$ cat src/rtl/gpa_fhdo_seq.sv
// Gradient-update feeder for the GPA-FHDO SPI interface: FIFO, DAC word formatting and valid/busy handshake.
// Optional ADC readback path enabled by defining GPA_FHDO_ADC_READBACK_EN.
module gpa_fhdo_seq #(
  parameter int FIFO_DEPTH   = 16,
  parameter int BUSY_TIMEOUT = 255,
  parameter int TWOS_COMP    = 1
) (
  input  logic                          clk,
  input  logic                          rst_n,
  input  logic [15:0]                   grad_data_i,
  input  logic [1:0]                    grad_ch_i,
  input  logic                          grad_valid_i,
  output logic                          fifo_full_o,
  output logic [$clog2(FIFO_DEPTH):0]   fifo_count_o,
  output logic [31:0]                   data_o,
  output logic                          valid_o,
  input  logic                          busy_i,
  input  logic                          adc_req_i,
  input  logic [23:0]                   adc_cmd_i,
  input  logic [15:0]                   adc_value_i,
  output logic [15:0]                   adc_value_o,
  output logic                          adc_valid_o,
  output logic                          overflow_o,
  output logic                          timeout_o,
  input  logic                          clr_err_i
);
  localparam int AW = $clog2(FIFO_DEPTH);
  localparam int CW = AW + 1;
  localparam int TW = $clog2(BUSY_TIMEOUT + 1);

  typedef enum logic [1:0] {IDLE, ISSUE, WAIT_HI, WAIT_LO} state_t;

  state_t          state_q;
  logic [17:0]     mem_q [FIFO_DEPTH];
  logic [AW-1:0]   wr_ptr_q, rd_ptr_q;
  logic [CW-1:0]   count_q;
  logic [TW-1:0]   ctr_q;
  logic [31:0]     data_q;
  logic            valid_q, overflow_q, timeout_q, is_adc_q;
  logic            adc_pend_q;
  logic [23:0]     adc_cmd_q;

  logic full, pop, push, ovf_evt, tmo_evt, adc_issue;

  function automatic logic [31:0] dac_word(input logic [17:0] entry);
    logic [15:0] d;
    d = entry[15:0];
    if (TWOS_COMP != 0) d[15] = ~d[15];
    return {12'h000, 2'b10, entry[17:16], d};
  endfunction

  // ADC requests take priority over queued DAC words.
  assign full      = (count_q == CW'(FIFO_DEPTH));
  assign adc_issue = (state_q == IDLE) && !busy_i && adc_pend_q;
  assign pop       = (state_q == IDLE) && !busy_i && !adc_pend_q && (count_q != '0);
  assign push      = grad_valid_i && (!full || pop);
  assign ovf_evt   = grad_valid_i && full && !pop;
  assign tmo_evt   = (state_q == WAIT_HI) && !busy_i && (ctr_q == TW'(BUSY_TIMEOUT));

  always_ff @(posedge clk) begin
    if (push) mem_q[wr_ptr_q] <= {grad_ch_i, grad_data_i};
  end

  always_ff @(posedge clk) begin
    if (!rst_n) begin
      state_q    <= IDLE;
      wr_ptr_q   <= '0;
      rd_ptr_q   <= '0;
      count_q    <= '0;
      ctr_q      <= '0;
      data_q     <= '0;
      valid_q    <= 1'b0;
      overflow_q <= 1'b0;
      timeout_q  <= 1'b0;
      is_adc_q   <= 1'b0;
    end else begin
      valid_q <= 1'b0;
      if (push) wr_ptr_q <= wr_ptr_q + 1'b1;
      if (pop)  rd_ptr_q <= rd_ptr_q + 1'b1;
      if (push && !pop)      count_q <= count_q + 1'b1;
      else if (pop && !push) count_q <= count_q - 1'b1;

      if (ovf_evt)        overflow_q <= 1'b1;
      else if (clr_err_i) overflow_q <= 1'b0;
      if (tmo_evt)        timeout_q  <= 1'b1;
      else if (clr_err_i) timeout_q  <= 1'b0;

      case (state_q)
        IDLE: begin
          if (adc_issue) begin
            data_q   <= {8'h40, adc_cmd_q};
            is_adc_q <= 1'b1;
            state_q  <= ISSUE;
          end else if (pop) begin
            data_q   <= dac_word(mem_q[rd_ptr_q]);
            is_adc_q <= 1'b0;
            state_q  <= ISSUE;
          end
        end
        ISSUE: begin
          valid_q <= 1'b1;
          ctr_q   <= '0;
          state_q <= WAIT_HI;
        end
        WAIT_HI: begin
          if (busy_i)       state_q <= WAIT_LO;
          else if (tmo_evt) state_q <= IDLE;
          else              ctr_q   <= ctr_q + 1'b1;
        end
        default: begin
          if (!busy_i) state_q <= IDLE;
        end
      endcase
    end
  end

`ifdef GPA_FHDO_ADC_READBACK_EN
  logic [15:0] adc_value_q;
  logic        adc_valid_q;

  // A request arriving while one is pending merges into it; the latest command is kept.
  always_ff @(posedge clk) begin
    if (!rst_n) begin
      adc_pend_q  <= 1'b0;
      adc_cmd_q   <= '0;
      adc_value_q <= '0;
      adc_valid_q <= 1'b0;
    end else begin
      adc_valid_q <= 1'b0;
      if (adc_req_i) begin
        adc_pend_q <= 1'b1;
        adc_cmd_q  <= adc_cmd_i;
      end else if (adc_issue) begin
        adc_pend_q <= 1'b0;
      end
      if ((state_q == WAIT_LO) && !busy_i && is_adc_q) begin
        adc_value_q <= adc_value_i;
        adc_valid_q <= 1'b1;
      end
    end
  end

  assign adc_value_o = adc_value_q;
  assign adc_valid_o = adc_valid_q;
`else
  logic unused_adc;
  assign unused_adc  = ^{adc_req_i, adc_cmd_i, adc_value_i, is_adc_q};
  assign adc_pend_q  = 1'b0;
  assign adc_cmd_q   = '0;
  assign adc_value_o = '0;
  assign adc_valid_o = 1'b0;
`endif

  assign fifo_full_o  = full;
  assign fifo_count_o = count_q;
  assign data_o       = data_q;
  assign valid_o      = valid_q;
  assign overflow_o   = overflow_q;
  assign timeout_o    = timeout_q;
endmodule

$ cat config.mk
export PLATFORM = sky130hd
export DESIGN_NAME = gpa_fhdo_seq
export DESIGN_NICKNAME = d
export VERILOG_FILES = /design/src/rtl/gpa_fhdo_seq.sv
export SDC_FILE = /design/constraint.sdc
export NUM_CORES = 1
export LEC_CHECK = 0
export ABC_AREA = 1
export CELL_PAD_IN_SITES_DETAIL_PLACEMENT = 0
export CELL_PAD_IN_SITES_GLOBAL_PLACEMENT = 1
export CORE_MARGIN = 4
export CORE_UTILIZATION = 30
export DETAILED_ROUTE_END_ITERATION = 10
export GPL_TIMING_DRIVEN = 0
export PLACE_DENSITY_LB_ADDON = 0.1
export SETUP_SLACK_MARGIN = 0.15
export SLEW_MARGIN = 20
export SYNTH_ARGS = -nofsm -noshare
export SYNTH_HDL_FRONTEND = slang
export SYNTH_SLANG_ARGS = --single-unit
export TNS_END_PERCENT = 30
$ cat constraint.sdc
create_clock -name clk -period 2.6 [get_ports clk]
set_input_delay 0.26 -clock clk [delete_from_list [all_inputs] [get_ports clk]]
set_output_delay 0.26 -clock clk [all_outputs]
set_load 0.03 [all_outputs]
### Port wiring

Scale: 2 px per um.
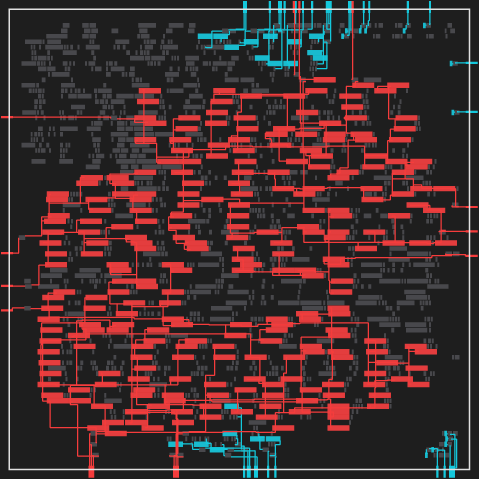
legend:
  grad_data_i:
    color: red
    direction: input
    edge: 6 south, 4 west, 3 north, 3 east
    end_cells: 256
    buffers: 16
    wire: 4,050 um
  data_o:
    color: cyan
    direction: output
    edge: 18 north, 12 south, 2 east
    end_cells: 32
    buffers: 32
    wire: 695 um

### Gate families picked out

Scale: 1.5 px per um.
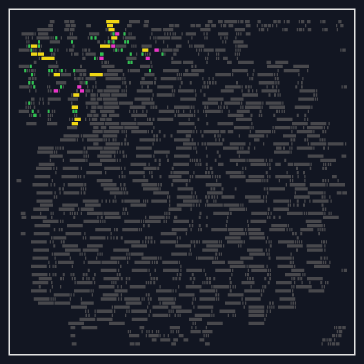
legend:
  inverting AOI/OAI gates:
    color: green
    cells: 43
    most_used: a21oi_1
    where: north-west
  adder and majority cells:
    color: yellow
    cells: 16
    most_used: ha_1
    where: north-west
  XOR/XNOR gates:
    color: magenta
    cells: 8
    most_used: xor2_1
    where: north-west

==> results.py <==
# Physical implementation metrics
metrics = {
    "drt": {
        "vias_per_cell": 4.50,
        "ant_nets": 0,
        "dr.pass1.iters": 5,
        "initialDrtViolationCount": 826,
        "wirelength_um": 47800,
        "drc": 0,
        "dr_total_vias": 10179,
    },
    "floorplan": {
        "fp-utilization": 0.306,
        "num_rows": 80,
        "core_um2": 48000,
        "io_pins": 122,
        "dieWidth_um": 229,
        "chipHeight_um": 229,
        "chip_area_um2": 52600,
    },
    "placement": {
        "place_area_um2": 16600,
        "port_buffers": 50,
        "dp_hpwl_um": 32100,
        "gp_congestion": 0.779,
    },
    "worst_setup_path": {
        "critical_path.endpoint": "data_o[0]$_SDFFE_PN0P_",
        "r2r-end": "data_o[0]$_SDFFE_PN0P_",
        "worst-r2r-cell-count": 8,
        "path_delay_family": "buffers and inverters",
        "worst-setup-path-type": "reg -> reg",
        "worst-r2r-setup-slack_ns": 0.26,
        "arrival_ns": 2.79,
        "worstPathRequired_ns": 3.05,
        "path_buffers": 4,
        "setup.worst_path.start_class": "flip-flop",
        "crit_slowest_cell": "buf_1",
        "path_depth": 8,
        "path_common_cell": "nand3_1",
        "slowest_delay_ns": 0.73,
        "crit_path_end_kind": "flip-flop",
        "path_max_fanout": 10,
        "crit_chain": "buf_4 -> clkinv_1 -> buf_1 -> nand3_1 -> nand3_1 -> nand3_1 -> nand2_1 -> inv_1",
    },
    "outcome": {
        "outcome": "finished clean",
    },
    "cells_and_area": {
        "lay_top_count": "nand2_1",
        "antennaDiodeCount": 0,
        "lay_top_cells": "nand2_1 (484), edfxtp_1 (288), nand3_1 (213), inv_1 (183), nor2_1 (65)",
        "final_cell_area_um2": 17900,
        "drive_gt1_frac": 0.107,
        "area_growth_syn_to_layout_pct": 21.5,
        "final_nets": 1700,
    },
    "sta": {
        "rsz0062_at_grt": "no",
        "worst_pin_slew_ns": 1.01,
        "tns_ns": 0,
        "period_used_share": 0.900,
        "fmax_mhz": 427,
        "period_minus_slack_ns": 2.34,
        "hold_viol": 0,
        "max_slew_margin": 0.328,
        "finalSetupViolations": 0,
        "maxSlewViolCount": 0,
    },
    "grt": {
        "grt_use_met3": 0.0268,
        "met2_usage": 0.299,
        "grt_max_degree": 17,
        "use_met1": 0.244,
        "track_usage": 0.179,
        "busiest_layer": "met2",
        "antenna_found_initial": 0,
        "overflow": 0,
        "grt_pass1_vias": 9759,
        "grt_pass1_wl_um": 67900,
    },
    "cts": {
        "h-tree-depth": 2,
        "cts_tree": "yes",
        "clk_pin_slew_ns": 0.05,
        "cts_max_path_buffers": 3,
        "cts_hold_buf": 0,
    },
    "yosys": {
        "ys.flops": 337,
        "ys_types": 28,
        "synth.avg_cell_area_um2": 9.94,
        "syn_inst": 1480,
        "ys_cells": 1480,
        "synth-area-yosys_um2": 14700,
        "syn-cell-area_um2": 14700,
        "ys_seq_share": 0.655,
        "yosysWarnings": 0,
    },
    "flow_run": {
        "warnings": 76,
        "drv_cap": 0,
    },
    "pwr": {
        "peakVddDrop_mv": 0.433,
        "leakage_nw": 7.36,
        "powerDensity_nw_per_um2": 940,
    },
    "min_path": {
        "hold_depth": 4,
        "hold_path.class": "in -> reg",
    },
}
### Wiring by layer

Scale: 1.5 px per um.
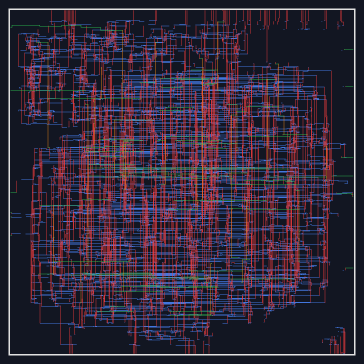
legend:
  metal 2:
    color: red
    wire_length: 22.8 mm
  metal 1:
    color: blue
    wire_length: 21.7 mm
  metal 3:
    color: green
    wire_length: 2,140 um
  metal 4:
    color: orange
    wire_length: 1,090 um

### Clock nets

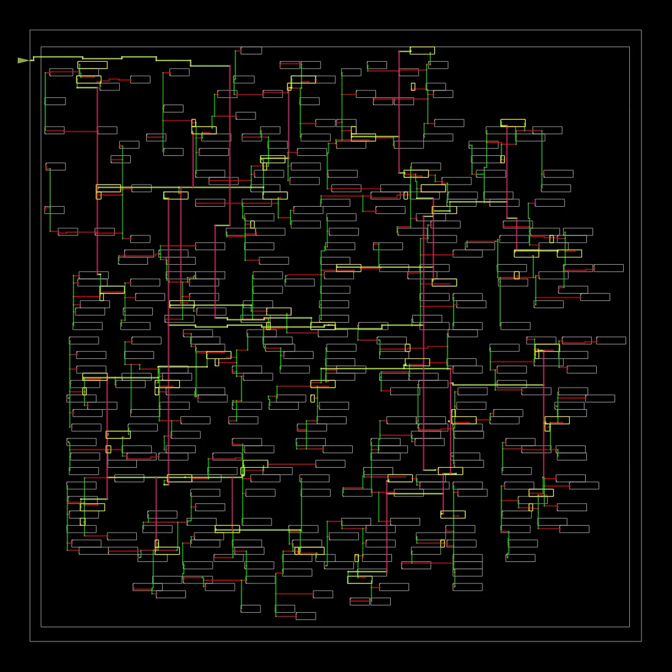
CTS Buf Count: 40
Worst Skew: 0.0127 ns
CTS Sinks: 337
Latency at later pin: 0.55 ns

-- tightest hold or removal path: cells and delay by family --
kind | cells | cell delay [ns]
compound gates | 1 | 0.05
buf+inv | 2 | 0.52
simple gates | 1 | 0.05
-- power breakdown --
group          switching (W)  internal, W
logic                0.00366      0.00163
clock network        0.00219      0.00298
registers           0.000159      0.00618
-- metrics by stage --
stage | power (W) | hold WS [ns] | cells | utilization | worst slack, ns
5_1_grt | 0.0177 | 0.421 | 2264 | 0.372 | 0.151
4_1_cts | 0.0169 | 0.364 | 2262 | 0.371 | 0.0913
2_1_floorplan | 0.00954 | 0.359 | 1509 | - | 0.140
6_report | 0.0168 | 0.387 | 2264 | 0.372 | 0.259
3_3_place_gp | 0.0116 | 0.462 | 2174 | 0.335 | -1.69
3_5_place_dp | 0.0117 | 0.464 | 2190 | 0.346 | -0.408
-- routing by layer --
metal	part of all wire	up-vias
met2	0.48	197
met3	0.045	68
li1	-	5040
met4	0.023	0
met5	0	-
met1	0.45	4874
-- registers in the layout (all words and copies together), names as in the netlist, named ones only --
signal,flops
data_o,19
mem_q,288
rd_ptr_q,4
wr_ptr_q,4
fifo_count_o,5
timeout_o,1
state_q,2
overflow_o,1
valid_o,1
ctr_q,8
-- synth_stat cells, drive strengths merged --
master	count	area, um2
nand2	485	1820
edfxtp	288	8650
nand3	214	1080
inv	190	716
nor2	82	308
buf	81	547
dfxtp	49	981
a21oi	22	110
o21ai	18	90.1
ha	15	188
clkbuf	14	52.6
xor2	5	43.8
nand4	3	18.8
o21bai	3	22.5
xnor2	3	26.3
clkinv	2	7.51
and2	1	6.26
conb	1	3.75
fa	1	20.0
nand3b	1	7.51
nor3	1	5.00
or2	1	6.26
-- how the worst min path moves through the flow --
stage / startpoint / endpoint / slack, ns
after floorplan: grad_data_i[0] / mem_q[0][0]$_DFFE_PP_ / 0.36
after global placement: overflow_o$_SDFFE_PN0P_ / overflow_o$_SDFFE_PN0P_ / 0.46
after detailed placement: data_o[19]$_SDFFE_PN0P_ / data_o[19]$_SDFFE_PN0P_ / 0.46
after CTS: clr_err_i / overflow_o$_SDFFE_PN0P_ / 0.36
after global routing: clr_err_i / overflow_o$_SDFFE_PN0P_ / 0.42
final: clr_err_i / overflow_o$_SDFFE_PN0P_ / 0.39
-- cells by family after synthesis --
group	after synthesis	share of synthesized area
and+or+nand+nor	788	0.221
DFF	337	0.655
buffers and inverters	287	0.0899
AOI/OAI and AO/OA	43	0.0151
adders and majority gates	16	0.0141
xor gates and xnor gates	8	0.00477
other	1	0.000255
-- timing repair --
action                     in CTS  in global routing
gates resized                   7                 12
buffers inserted                1                  2
pin swaps                       1                  1
setup endpoints to repair     209                115
-- cell type report --
class                   count  area (um2)
clock buffers              53        1070
flip-flops and latches    337        9640
clock inverters            18         103
fillers                  4808       30200
inverters                 192         726
plain buffers              95         601
well taps                 615         769
multi-input cells         885        4020
repair buffers             69         941
No activity file was given, so power comes from the tool's default toggle rates.
